**Signal metal coverage by tile**

Scale bar: 20 um. 16 x 16 tiles, from dark blue (low) to red (high), scaled to the fullest tile. Values are wire area over tile area, all layers added.
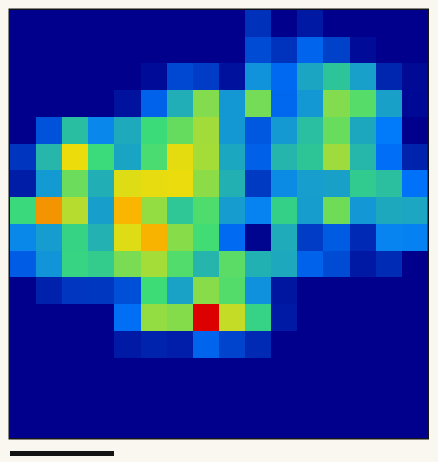
**Cells colored by class**

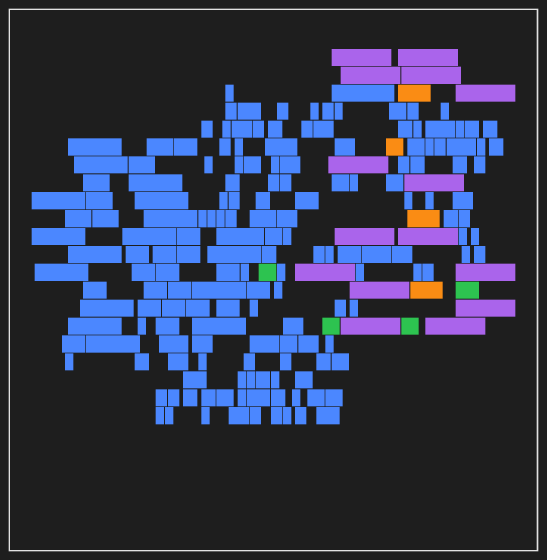
**Cell sizes after repair**

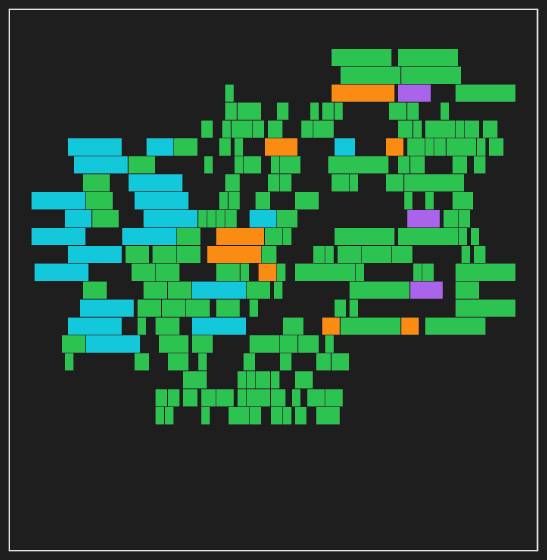
`src/rtl/rr_grant_index_8.sv`:
```
// rr_grant_index_8 -- registered 8-way round-robin arbiter with hold timeout.
//
// Picks one of eight level-sensitive requesters, searching from a rotating
// pointer, and presents the winner as a binary index for a downstream 3-to-8
// decoder. Every grant is followed by one mandatory dead cycle, so two
// decoder enables can never overlap or abut.
//
// Ports:
//   clk       in   rising-edge clock
//   rst_n     in   asynchronous active-low reset
//   req[7:0]  in   request vector, bit i = requester i
//   done      in   single-cycle release pulse from the current grantee
//   gnt_idx   out  binary index of the current grantee (registered)
//   gnt_valid out  gnt_idx is a live grant (registered)
//   timeout   out  one-cycle pulse on a forced release by the hold limit
//   busy      out  arbiter is in GRANT or GAP
//
// state | meaning
// IDLE  | no grant; arbitrate on every edge where any request is pending
// GRANT | gnt_idx owns the grant; watch done, req[gnt_idx] and the hold limit
// GAP   | one dead cycle after a release before arbitrating again

module rr_grant_index_8 #(
    parameter int HOLD_MAX = 15,
    parameter int CNT_W    = 4
) (
    input  logic       clk,
    input  logic       rst_n,
    input  logic [7:0] req,
    input  logic       done,
    output logic [2:0] gnt_idx,
    output logic       gnt_valid,
    output logic       timeout,
    output logic       busy
);

    typedef enum logic [1:0] {
        IDLE  = 2'd0,
        GRANT = 2'd1,
        GAP   = 2'd2
    } state_t;

    localparam bit               HOLD_EN   = (HOLD_MAX != 0);
    // Count value seen on the edge that ends the HOLD_MAX-th valid cycle.
    localparam logic [CNT_W-1:0] HOLD_LAST = CNT_W'(HOLD_MAX - 1);
    localparam logic [CNT_W-1:0] HOLD_SAT  = CNT_W'(HOLD_MAX);

    state_t           state, state_nxt;
    logic [2:0]       ptr, ptr_nxt;
    logic [2:0]       idx_nxt;
    logic [CNT_W-1:0] cnt, cnt_nxt;
    logic             valid_nxt;
    logic             timeout_nxt;
    logic             busy_nxt;
    logic [2:0]       winner;
    logic             found;
    logic             release_now;

    // First set request at or after ptr; the 3-bit add wraps 7 -> 0.
    always_comb begin
        winner = 3'd0;
        found  = 1'b0;
        for (int i = 0; i < 8; i++) begin
            if (!found && req[ptr + 3'(i)]) begin
                winner = ptr + 3'(i);
                found  = 1'b1;
            end
        end
    end

    always_comb begin
        state_nxt   = state;
        ptr_nxt     = ptr;
        idx_nxt     = gnt_idx;
        cnt_nxt     = cnt;
        valid_nxt   = gnt_valid;
        timeout_nxt = 1'b0;
        release_now = 1'b0;

        case (state)
            IDLE: begin
                valid_nxt = 1'b0;
                if (found) begin
                    idx_nxt   = winner;
                    valid_nxt = 1'b1;
                    cnt_nxt   = '0;
                    state_nxt = GRANT;
                end
            end
            GRANT: begin
                // A normal release wins over a coincident timeout.
                if (done || !req[gnt_idx]) begin
                    release_now = 1'b1;
                end else if (HOLD_EN && (cnt == HOLD_LAST)) begin
                    release_now = 1'b1;
                    timeout_nxt = 1'b1;
                end else if (cnt != HOLD_SAT) begin
                    cnt_nxt = cnt + 1'b1;
                end
                if (release_now) begin
                    valid_nxt = 1'b0;
                    ptr_nxt   = gnt_idx + 3'd1;
                    state_nxt = GAP;
                end
            end
            GAP: begin
                valid_nxt = 1'b0;
                state_nxt = IDLE;
            end
            default: begin
                valid_nxt = 1'b0;
                state_nxt = IDLE;
            end
        endcase

        busy_nxt = (state_nxt != IDLE);
    end

    always_ff @(posedge clk or negedge rst_n) begin
        if (!rst_n) begin
            state     <= IDLE;
            ptr       <= 3'd0;
            cnt       <= '0;
            gnt_idx   <= 3'd0;
            gnt_valid <= 1'b0;
            timeout   <= 1'b0;
            busy      <= 1'b0;
        end else begin
            state     <= state_nxt;
            ptr       <= ptr_nxt;
            cnt       <= cnt_nxt;
            gnt_idx   <= idx_nxt;
            gnt_valid <= valid_nxt;
            timeout   <= timeout_nxt;
            busy      <= busy_nxt;
        end
    end

endmodule

```
`config.mk`:
```
export PLATFORM = sky130hd
export DESIGN_NAME = rr_grant_index_8
export DESIGN_NICKNAME = d
export VERILOG_FILES = /design/src/rtl/rr_grant_index_8.sv
export SDC_FILE = /design/constraint.sdc
export NUM_CORES = 1
export LEC_CHECK = 0
export CAP_MARGIN = 20
export CORE_AREA = 3 3 77 79
export CTS_BUF_LIST = sky130_fd_sc_hd__clkbuf_4 sky130_fd_sc_hd__clkbuf_8 sky130_fd_sc_hd__clkbuf_16
export CTS_CLUSTER_DIAMETER = 60
export CTS_CLUSTER_SIZE = 24
export DETAILED_ROUTE_END_ITERATION = 10
export DIE_AREA = 0 0 80 82
export DONT_BUFFER_PORTS = 1
export HOLD_SLACK_MARGIN = 0.12
export PLACE_DENSITY = 0.56
export SLEW_MARGIN = 15
export SYNTH_ARGS = -nofsm -noshare
export SYNTH_HDL_FRONTEND = slang
export SYNTH_SLANG_ARGS = --single-unit
```
`constraint.sdc`:
```
create_clock -name clk -period 4.2 [get_ports clk]
set_input_delay 0.42 -clock clk [delete_from_list [all_inputs] [get_ports clk]]
set_output_delay 0.42 -clock clk [all_outputs]
set_load 0.01 [all_outputs]
```
==> flow_metrics.py <==
# Synthesis and PnR figures
metrics = {
    "run_status": {
        "outcome": "finished, final reports clean",
    },
    "flow_run": {
        "tool_warnings": 28,
    },
    "cells_and_area": {
        "inverters_excl_clock": 12,
        "drive_gt1_share_pct": 15.7,
        "buffer_area_share_pct": 1.66,
        "comb_area_share_pct": 69.7,
        "nets": 208,
        "flop_area_um2": 375,
        "fillerInstances": 548,
        "layoutNonFillerInstCount": 263,
        "flops": 15,
        "largest_cell_class": "combinational gates",
        "multi_input_comb_cells": 156,
    },
    "clock_tree": {
        "clk_path_buf_depth": 2,
        "root_buffer": "clkbuf_8",
        "cts_setup_buffers": 0,
        "cts.clk_slew.worst_paths_ns": 0.06,
        "cts_buffers": 3,
        "cts_tree": "done",
        "htreeDepth": 1,
        "cts_sinks": 15,
    },
    "synthesis": {
        "synthesis.area_um2": 1840,
        "common_cells": "21 x nand2_1, 19 x mux2i_1, 15 x dfrtp_1, 15 x mux4_2",
        "synth.mux.area_fraction_pct": 34.2,
        "post-synth-top-area-cell": "dfrtp_1",
        "synthCells": 193,
        "yosys-stat-area_um2": 1840,
        "syn_area_per_cell_um2": 9.52,
        "synth.most_common_cell": "nand2_1",
        "ys_sh_simple_pct": 16.3,
        "syn_nets": 209,
        "synth-seq-cells": 15,
        "ys_cells": 193,
        "synthAdderAreaFrac_pct": 3.40,
        "synth-main-ff-cell": "dfrtp_1",
        "top_logic_kind": "multiplexers",
        "yosysWarnings": 0,
        "edf_count": 0,
        "yosys.area_share.aoi_pct": 18.3,
    },
    "power_and_ir_drop": {
        "p_clk_share_pct": 6.5,
        "powerDensity_nw_per_um2": 964,
        "p_int_w": 0.000947,
        "p_leak_nw": 0.807,
        "power_frac_seq_pct": 15.4,
        "p_comb_w": 0.00147,
        "p_sw_share_pct": 49.7,
        "combPwrFrac_pct": 78.1,
    },
    "hold_path": {
        "hp-class": "input port to flop",
    },
    "global_route": {
        "grt.total_usage_pct": 14.8,
        "met3_usage_pct": 1.86,
        "grt_pass1_vias": 1447,
        "grt_use_met1_pct": 21.9,
        "met2_usage_pct": 22.9,
        "antenna_found_initial": 0,
    },
    "timing": {
        "worstMarginPinSlew_ns": 0.722,
        "finalCritPeriodShare_pct": 82.5,
        "setup_viol": 0,
        "slew-limit-headroom_pct": 51.1,
        "setup_tns_ns": 0,
        "rsz0062_at_grt": "false",
        "finalCriticalPeriod_ns": 3.46,
    },
    "route": {
        "route.met3.wl_um": 227,
        "routed.top_layer": "met4",
        "detailedRoute.firstPassIterationCount": 4,
        "wl_per_cell_um": 16.9,
        "wl_met2_mm": 2.03,
        "routed_wl_mm": 4.44,
    },
    "place": {
        "port_buffers": 0,
        "gp_congestion": 0.842,
        "dpl_cell_area_um2": 1900,
        "place_inst": 258,
        "dp_hpwl_mm": 3.36,
        "dp_slack_ns": 0.752,
    },
    "worst_setup_path": {
        "max_stage_delay_ns": 0.68,
        "cp_data_arrival_time_ns": 3.60,
        "crit_chain": "inv_1 -> ha_1 -> mux2i_1 -> mux4_2 -> nand3b_4 -> or4b_4 -> o311ai_4 -> or3_1 -> a21boi_1",
        "cp-startpoint": "ptr[0]",
        "critPathBufInv": 1,
        "critPathKind": "flop to flop",
        "rr_worst_depth": 9,
        "crit_path_top_delay_cell": "ha_1",
        "r2r_start": "ptr[0]",
        "start_kind": "flop",
        "cp-end-kind": "flop",
        "crit_family": "simple AND/OR/NAND/NOR gates",
        "worstSetupEndpoint": "cnt[3]",
        "crit_cells": 9,
    },
    "die": {
        "die_area_um2": 6560,
        "die_w_um": 80,
        "n_tap_cell": 72,
        "die_h_um": 82,
    },
}
Back to the opening pictures, 'signal metal coverage by tile':
mean over tiles	0.11
nearly empty tiles	44%
emptiest ninth of the die	bottom right
tiles over half the peak	15%
fullest tile	0.53

Back to the opening pictures, 'cells colored by class':
color	class	cells
purple	flip-flops	15
blue	all other logic	168
orange	clock drivers and dummy loads	4
green	other buffers and delay cells	4
Finished Core Util: 36.2%
flop share of the area: 19.2%
post-route cell area: 1950 um^2
Rows: 27
total core area: 5410 um^2

Back to the opening pictures, 'cell sizes after repair':
color	size	cells
green	drive 1 or less	161
cyan	drive 2	19
purple	drive 6 and up	3
orange	drive 3 to 4	8
post-route worst setup slack: 0.736 ns
area delta synth->final: 6.33%
Non-CTS buffers: 4

